**config.mk**
```make
export PLATFORM = sky130hd
export DESIGN_NAME = vram_arbiter
export DESIGN_NICKNAME = d
export VERILOG_FILES = /design/src/rtl/vram_arbiter_pkg.sv /design/src/rtl/vram_arbiter.sv
export SDC_FILE = /design/constraint.sdc
export NUM_CORES = 1
export LEC_CHECK = 0
export CORE_ASPECT_RATIO = 2
export CORE_MARGIN = 2
export CORE_UTILIZATION = 41
export DETAILED_ROUTE_END_ITERATION = 10
export HOLD_SLACK_MARGIN = 0.02
export MAX_ROUTING_LAYER = met4
export PLACE_DENSITY = 0.8
export SYNTH_ARGS = -nofsm -noshare
export SYNTH_HDL_FRONTEND = slang
export SYNTH_SLANG_ARGS = --single-unit
```
**constraint.sdc**
```tcl
create_clock -name clk -period 1.76 [get_ports clk]
set_input_delay 0.352 -clock clk [delete_from_list [all_inputs] [get_ports clk]]
set_output_delay 0.352 -clock clk [all_outputs]
set_load 0.01 [all_outputs]
```
**src/rtl/vram_arbiter_pkg.sv**
```systemverilog
// -----------------------------------------------------------------------------
// vram_arbiter_pkg
// Shared types for the display-memory arbiter: address/data word types, the
// host-port FSM state encoding, the host request hold-register layout and a
// saturating increment helper for the host wait counter.
// -----------------------------------------------------------------------------
package vram_arbiter_pkg;

  localparam int DISP_ADDR_W = 16;
  localparam int DISP_DATA_W = 16;
  localparam int ARB_WAIT_W  = 8;

  typedef logic [DISP_ADDR_W-1:0] disp_addr_t;
  typedef logic [DISP_DATA_W-1:0] disp_data_t;

  typedef enum logic [0:0] {
    ARB_IDLE = 1'b0,
    ARB_PEND = 1'b1
  } vram_arb_st;

  // Host request captured at acceptance and replayed when video leaves a slot.
  typedef struct packed {
    logic       wr;
    disp_addr_t addr;
    disp_data_t wdata;
  } host_req_t;

  // Saturating +1 so a very long starvation never wraps the counter back to 0.
  function automatic logic [ARB_WAIT_W-1:0] wait_sat_inc(input logic [ARB_WAIT_W-1:0] v);
    logic [ARB_WAIT_W-1:0] r;
    if (v == {ARB_WAIT_W{1'b1}}) begin
      r = v;
    end else begin
      r = v + ARB_WAIT_W'(1);
    end
    return r;
  endfunction

endpackage

```
**src/rtl/vram_arbiter.sv**
```systemverilog
// -----------------------------------------------------------------------------
// vram_arbiter
// Shares the single-port display memory between the video fetch engine and a
// host port. Video reads win every cycle they are requested and reach memory
// combinationally, so video read latency is exactly the memory latency. The
// host request is held in a register and issued in the first video-idle cycle.
//
// Ports
//   clk, reset_n          pixel clock, asynchronous active-low reset
//   vid_sel_i/vid_addr_i  video read select and word address
//   vid_data_o            video read data (straight from mem_data_i)
//   host_req_i            host request strobe, sampled only while not busy
//   host_wr_i             1 = write, 0 = read
//   host_addr_i/_wdata_i  host word address / write data
//   host_busy_o           a host request is held and not yet issued
//   host_rd_valid_o       one-cycle pulse, host_rd_data_o valid
//   host_rd_data_o        registered host read data
//   host_starved_o        sticky flag, host waited MAX_WAIT video cycles
//   mem_sel_o/mem_wr_o    memory select / write enable
//   mem_addr_o/_wdata_o   memory address / write data
//   mem_data_i            memory read data, MEM_LAT cycles after select
// -----------------------------------------------------------------------------
module vram_arbiter
  import vram_arbiter_pkg::*;
#(
  parameter int unsigned MAX_WAIT = 64,
  parameter int unsigned MEM_LAT  = 1
) (
  input  logic       clk,
  input  logic       reset_n,
  input  logic       vid_sel_i,
  input  disp_addr_t vid_addr_i,
  output disp_data_t vid_data_o,
  input  logic       host_req_i,
  input  logic       host_wr_i,
  input  disp_addr_t host_addr_i,
  input  disp_data_t host_wdata_i,
  output logic       host_busy_o,
  output logic       host_rd_valid_o,
  output disp_data_t host_rd_data_o,
  output logic       host_starved_o,
  output logic       mem_sel_o,
  output logic       mem_wr_o,
  output disp_addr_t mem_addr_o,
  output disp_data_t mem_wdata_o,
  input  disp_data_t mem_data_i
);

  localparam logic [ARB_WAIT_W-1:0] STARVE_AT = ARB_WAIT_W'(MAX_WAIT - 1);

  vram_arb_st            state_q, state_d;
  host_req_t             hold_q, hold_d;
  logic [ARB_WAIT_W-1:0] wait_cnt_q, wait_cnt_d;
  logic                  starved_q, starved_d;
  logic [MEM_LAT-1:0]    rd_pipe_q, rd_pipe_d;
  logic                  rd_valid_q, rd_valid_d;
  disp_data_t            rd_data_q, rd_data_d;
  logic                  issue_s;
  logic                  rd_capture_s;

  // Host FSM next state: accept in IDLE, issue or wait (and count) in PEND.
  always_comb begin
    state_d    = state_q;
    hold_d     = hold_q;
    wait_cnt_d = wait_cnt_q;
    starved_d  = starved_q;
    issue_s    = 1'b0;
    case (state_q)
      ARB_IDLE: begin
        if (host_req_i) begin
          hold_d.wr    = host_wr_i;
          hold_d.addr  = host_addr_i;
          hold_d.wdata = host_wdata_i;
          state_d      = ARB_PEND;
          starved_d    = 1'b0;
          wait_cnt_d   = '0;
        end else begin
          state_d = ARB_IDLE;
        end
      end
      ARB_PEND: begin
        if (!vid_sel_i) begin
          issue_s    = 1'b1;
          state_d    = ARB_IDLE;
          wait_cnt_d = '0;
        end else begin
          wait_cnt_d = wait_sat_inc(wait_cnt_q);
          // The flag rises on the stall that completes MAX_WAIT waited cycles.
          if (wait_cnt_q >= STARVE_AT) begin
            starved_d = 1'b1;
          end else begin
            starved_d = starved_q;
          end
        end
      end
      default: begin
        state_d = ARB_IDLE;
      end
    endcase
  end

  // Read-return pipeline: a host read issue travels MEM_LAT stages, then the
  // memory word is captured and the valid pulse is raised for one cycle.
  always_comb begin
    rd_pipe_d    = '0;
    rd_pipe_d[0] = issue_s & ~hold_q.wr;
    for (int i = 1; i < int'(MEM_LAT); i++) begin
      rd_pipe_d[i] = rd_pipe_q[i-1];
    end
    rd_capture_s = rd_pipe_q[MEM_LAT-1];
    rd_valid_d   = rd_capture_s;
    if (rd_capture_s) begin
      rd_data_d = mem_data_i;
    end else begin
      rd_data_d = rd_data_q;
    end
  end

  // State and registered outputs; reset drops any pending or in-flight host access.
  always_ff @(posedge clk or negedge reset_n) begin
    if (!reset_n) begin
      state_q    <= ARB_IDLE;
      hold_q     <= '0;
      wait_cnt_q <= '0;
      starved_q  <= 1'b0;
      rd_pipe_q  <= '0;
      rd_valid_q <= 1'b0;
      rd_data_q  <= '0;
    end else begin
      state_q    <= state_d;
      hold_q     <= hold_d;
      wait_cnt_q <= wait_cnt_d;
      starved_q  <= starved_d;
      rd_pipe_q  <= rd_pipe_d;
      rd_valid_q <= rd_valid_d;
      rd_data_q  <= rd_data_d;
    end
  end

  // Memory port mux: video first, then the held host request; address and
  // write data rest on the hold register when nobody selects memory.
  always_comb begin
    mem_wdata_o = hold_q.wdata;
    if (vid_sel_i) begin
      mem_sel_o  = 1'b1;
      mem_wr_o   = 1'b0;
      mem_addr_o = vid_addr_i;
    end else if (state_q == ARB_PEND) begin
      mem_sel_o  = 1'b1;
      mem_wr_o   = hold_q.wr;
      mem_addr_o = hold_q.addr;
    end else begin
      mem_sel_o  = 1'b0;
      mem_wr_o   = 1'b0;
      mem_addr_o = hold_q.addr;
    end
  end

  assign vid_data_o      = mem_data_i;
  assign host_busy_o     = (state_q == ARB_PEND);
  assign host_rd_valid_o = rd_valid_q;
  assign host_rd_data_o  = rd_data_q;
  assign host_starved_o  = starved_q;

endmodule
```
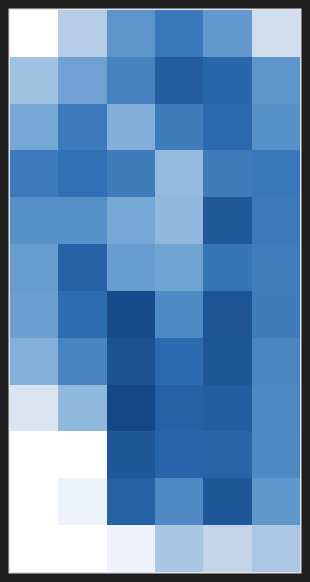
(cell density map)
The die is cut into 6 by 12 equal tiles; white is low, dark blue is high, 0 to 100% covered.
- fullest tile: 91%
- mean over tiles: 57%
- densest ninth of the die: east
- tiles over 75% full: 26%
- emptiest ninth of the die: south-west

==> changes_impl.md <==
### Metrics

- Total die size: 8005 µm²
- Gr usage total: 0.1756
- Clock Path Buffers: 2
- Synth warn: 0
- Via count: roughly 2100
- Initial antenna violation count: 0
- Asr flop ratio synth: 1.000
- Filler cells: between 500 and 600
- Distinct lib cells used: 32
- Die height: approximately 120 µm
- CTS tree: built
- Critical Path Slowest Stage Cell: clkdlybuf4s50_1
- Starting density of the core: 0.4163
- Synthesized flop and latch total: approximately 60
- Commonest Layout Cell: clkdlybuf4s50_1
- CP max FO: 2
- Num CTS Buffers: 9
- Setup crit start: mem_data_i[11]
- Clock Tree Root: clkbuf_16
- Skew final: 0.002157 ns
- Pre-CTS WS: -0.4681 ns
- Cells in synth_stat.txt: between 200 and 250
- Post-detailed-route count of antenna-violating nets: 0
- Cell Rows: 44
- Syn nets: roughly 280
- Final Hold Fails: 0
- Max cap viols: 0
- H-tree levels: 3
- Max-slew violations: 0
- Hpwl dp: around 4900 µm
- Share of cells above drive strength 1: 0.2319
- Worst VDD drop: 529.1 µV
- Yosys chip area: about 3000 µm²
- Worst-Margin Slew: approximately 0.36 ns
- Hold slack final: 0.03974 ns
- Vias in the first global route: around 2200
- Antenna cells: 0
- Critical path class: input pin to output port
- Outcome: finished, final reports clean
- DRC viols: 0
- Final Setup Violations: 0
- Post-CTS setup buffers: 0
- Clk ins delay skew pair: roughly 0.32 ns
- First-pass GRT wire length: 10640 µm
- Drt wl/cell: around 16 µm
- Post-layout period usage: 0.9865
- Clock-pin slew on the worst setup and hold paths: about 0.050 ns
- Dominant flop cell: dfrtp_1
- Core area: 7157 µm²
- Hold WC Path Type: input pin to asynchronous set/reset pin
- Flop area: between 1500 and 2000 µm²
- Top Layout Cells: clkdlybuf4s50_1 (113), dfrtp_1 (61), mux2_4 (28)
- Largest net degree at the start of global routing: 62
- Die Width: ~64 µm
- Pleak: roughly 2.0 nW
- Drt pass-1 iters: 4
- RSZ-0062 raised after global routing: false
- Worst path arrival time: approximately 1.4 ns
- Total tool warning count: 27
- Syn Inst Count: between 200 and 250
- Relative slew slack: 0.7546
- CTS sink count: a little over 60
- Port Buf Inserts: ~140
- Logic cell area: roughly 1100 µm²
- CP max stage delay: 0.54 ns
- Startpoint Class: input pin
- Number of enable flip-flop cells: 0
- Starting DRT DRC Count: roughly 45
- Worst setup margin: ~0.024 ns
- Final Wtd Congestion: 0.7427
- Global route overflow: 0
- Pwr Density: about 1200 nW/µm²
- Crit. End Element: output port
- CP Cell Sequence: clkdlybuf4s50_1, clkdlybuf4s50_1
- Nets: about 400
- Area Growth Syn to Fin: 55.98%
- Tmin final: between 1.5 and 2 ns
- Buf/Inv on CP: 2
- Fmax: ~580 MHz
- Crit path required time: around 1.4 ns
- FF-to-FF Start: wait_cnt_q[0]
- Mapped Area: slightly below 3000 µm²
- Post-Syn Area per Cell: roughly 14 µm²
- Final WL: between 6000 and 7000 µm
- Seq share, synth: 0.5124
- Io pins: 138
- CP delay by family, top: buffers and inverters
- Vias per std cell: between 4 and 5
- CP most frequent cell: clkdlybuf4s50_1
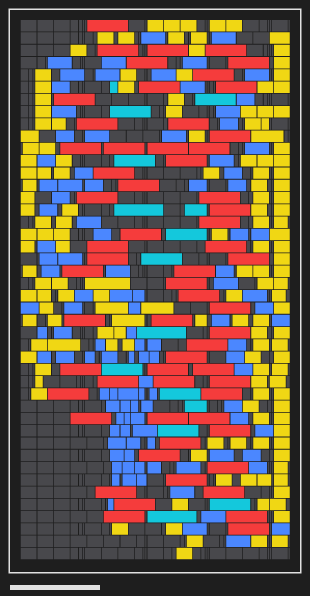
(placed cells, one color a class)
The bar under the picture is 20 µm long. Fill, decap, tap and diode cells in gray.
- cyan: clock drivers and dummy loads (cells 15)
- blue: combinational and other logic (cells 108)
- red: flops (cells 61)
- yellow: other buffers and delay cells (cells 148)

final timing paths:
check	end	depth (start not counted)	slack (ns)
min in group clk	rd_capture_s	3	0.44
worst min register to register	host_rd_data_o[2]	1	0.49
worst min-delay path	mem_wdata_o[1]	2	0.04
worst max register to register	host_starved_o	4	0.20
worst max-delay path	vid_data_o[11]	2	0.02
max in group asynchronous	host_starved_o	2	1.47
synthesized netlist by cell type, drive strengths merged (2+ instances only):
cell type | count | area, µm²
a211oi | 2 | 15.01
dfrtp | 61 | 1526
and2 | 2 | 12.51
a311oi | 3 | 32.53
or2 | 3 | 18.77
nor3b | 2 | 15.01
mux2 | 65 | 837.1
and3 | 4 | 25.02
and4 | 2 | 20.02
nor2 | 5 | 21.27
a41oi | 2 | 17.52
buf | 41 | 312.8
nand4 | 2 | 12.51
nor2b | 2 | 12.51
a21oi | 4 | 20.02
kinds of logic after synthesis:
group | after synthesis | share of synthesized area
flops | 61 | 0.5124
buf+inv | 41 | 0.1050
compound gates | 17 | 0.04452
mux | 65 | 0.2810
simple gates | 25 | 0.05292
fa+ha+maj | 1 | 0.004199
through the flow:
stage          utilization  setup TNS [ns]  instances  total power [W]  cell area (µm²)
2_1_floorplan            -               0        210         0.002800             2979
3_3_place_gp        0.5998          -7.762        408         0.003629             4293
3_5_place_dp        0.5998          -8.782        408         0.003677             4293
4_1_cts             0.6495      -0.0006377        424         0.005691             4648
5_1_grt             0.6493               0        424         0.005877             4647
6_report            0.6493               0        424         0.005619             4647
flip-flops by register name (all words and copies together) (netlist names):
signal,cells
hold_q,17
host_busy_o,1
host_rd_data_o,16
host_rd_valid_o,1
host_starved_o,1
mem_wdata_o,16
rd_capture_s,1
wait_cnt_q,8
final cells by class:
type	count	share of cell area
clock buffer	11	0.05439
clock inverter	4	0.02046
multi-input combinational	108	0.2469
sequential	61	0.3285
tap	92	0.02477
timing repair buffer	148	0.3250
timing repair:
action | in CTS | in global routing
hold buffers | 0 | 0
gates resized | 27 | 4
hold endpoints to repair | 0 | 0
setup endpoints to repair | 20 | 13
gates cloned | 1 | 0
power by group:
group	internal (W)	leakage [nW]	switching, W	total (W)
sequential	0.00176	0.737	0.000191	0.00195
clock	0.00145	0.172	0.000570	0.00202
combinational	0.00108	1.13	0.000570	0.00165
per-layer routing:
metal / up-vias / GRT usage / wire, µm
met5: - / - / 0
met4: 0 / 0.06383 / 116
met3: 12 / 0.04517 / 615
met2: 136 / 0.2800 / 3233
met1: 967 / 0.2137 / 2754
li1: 958 / - / -
Power is estimated from default activity; no workload was simulated.
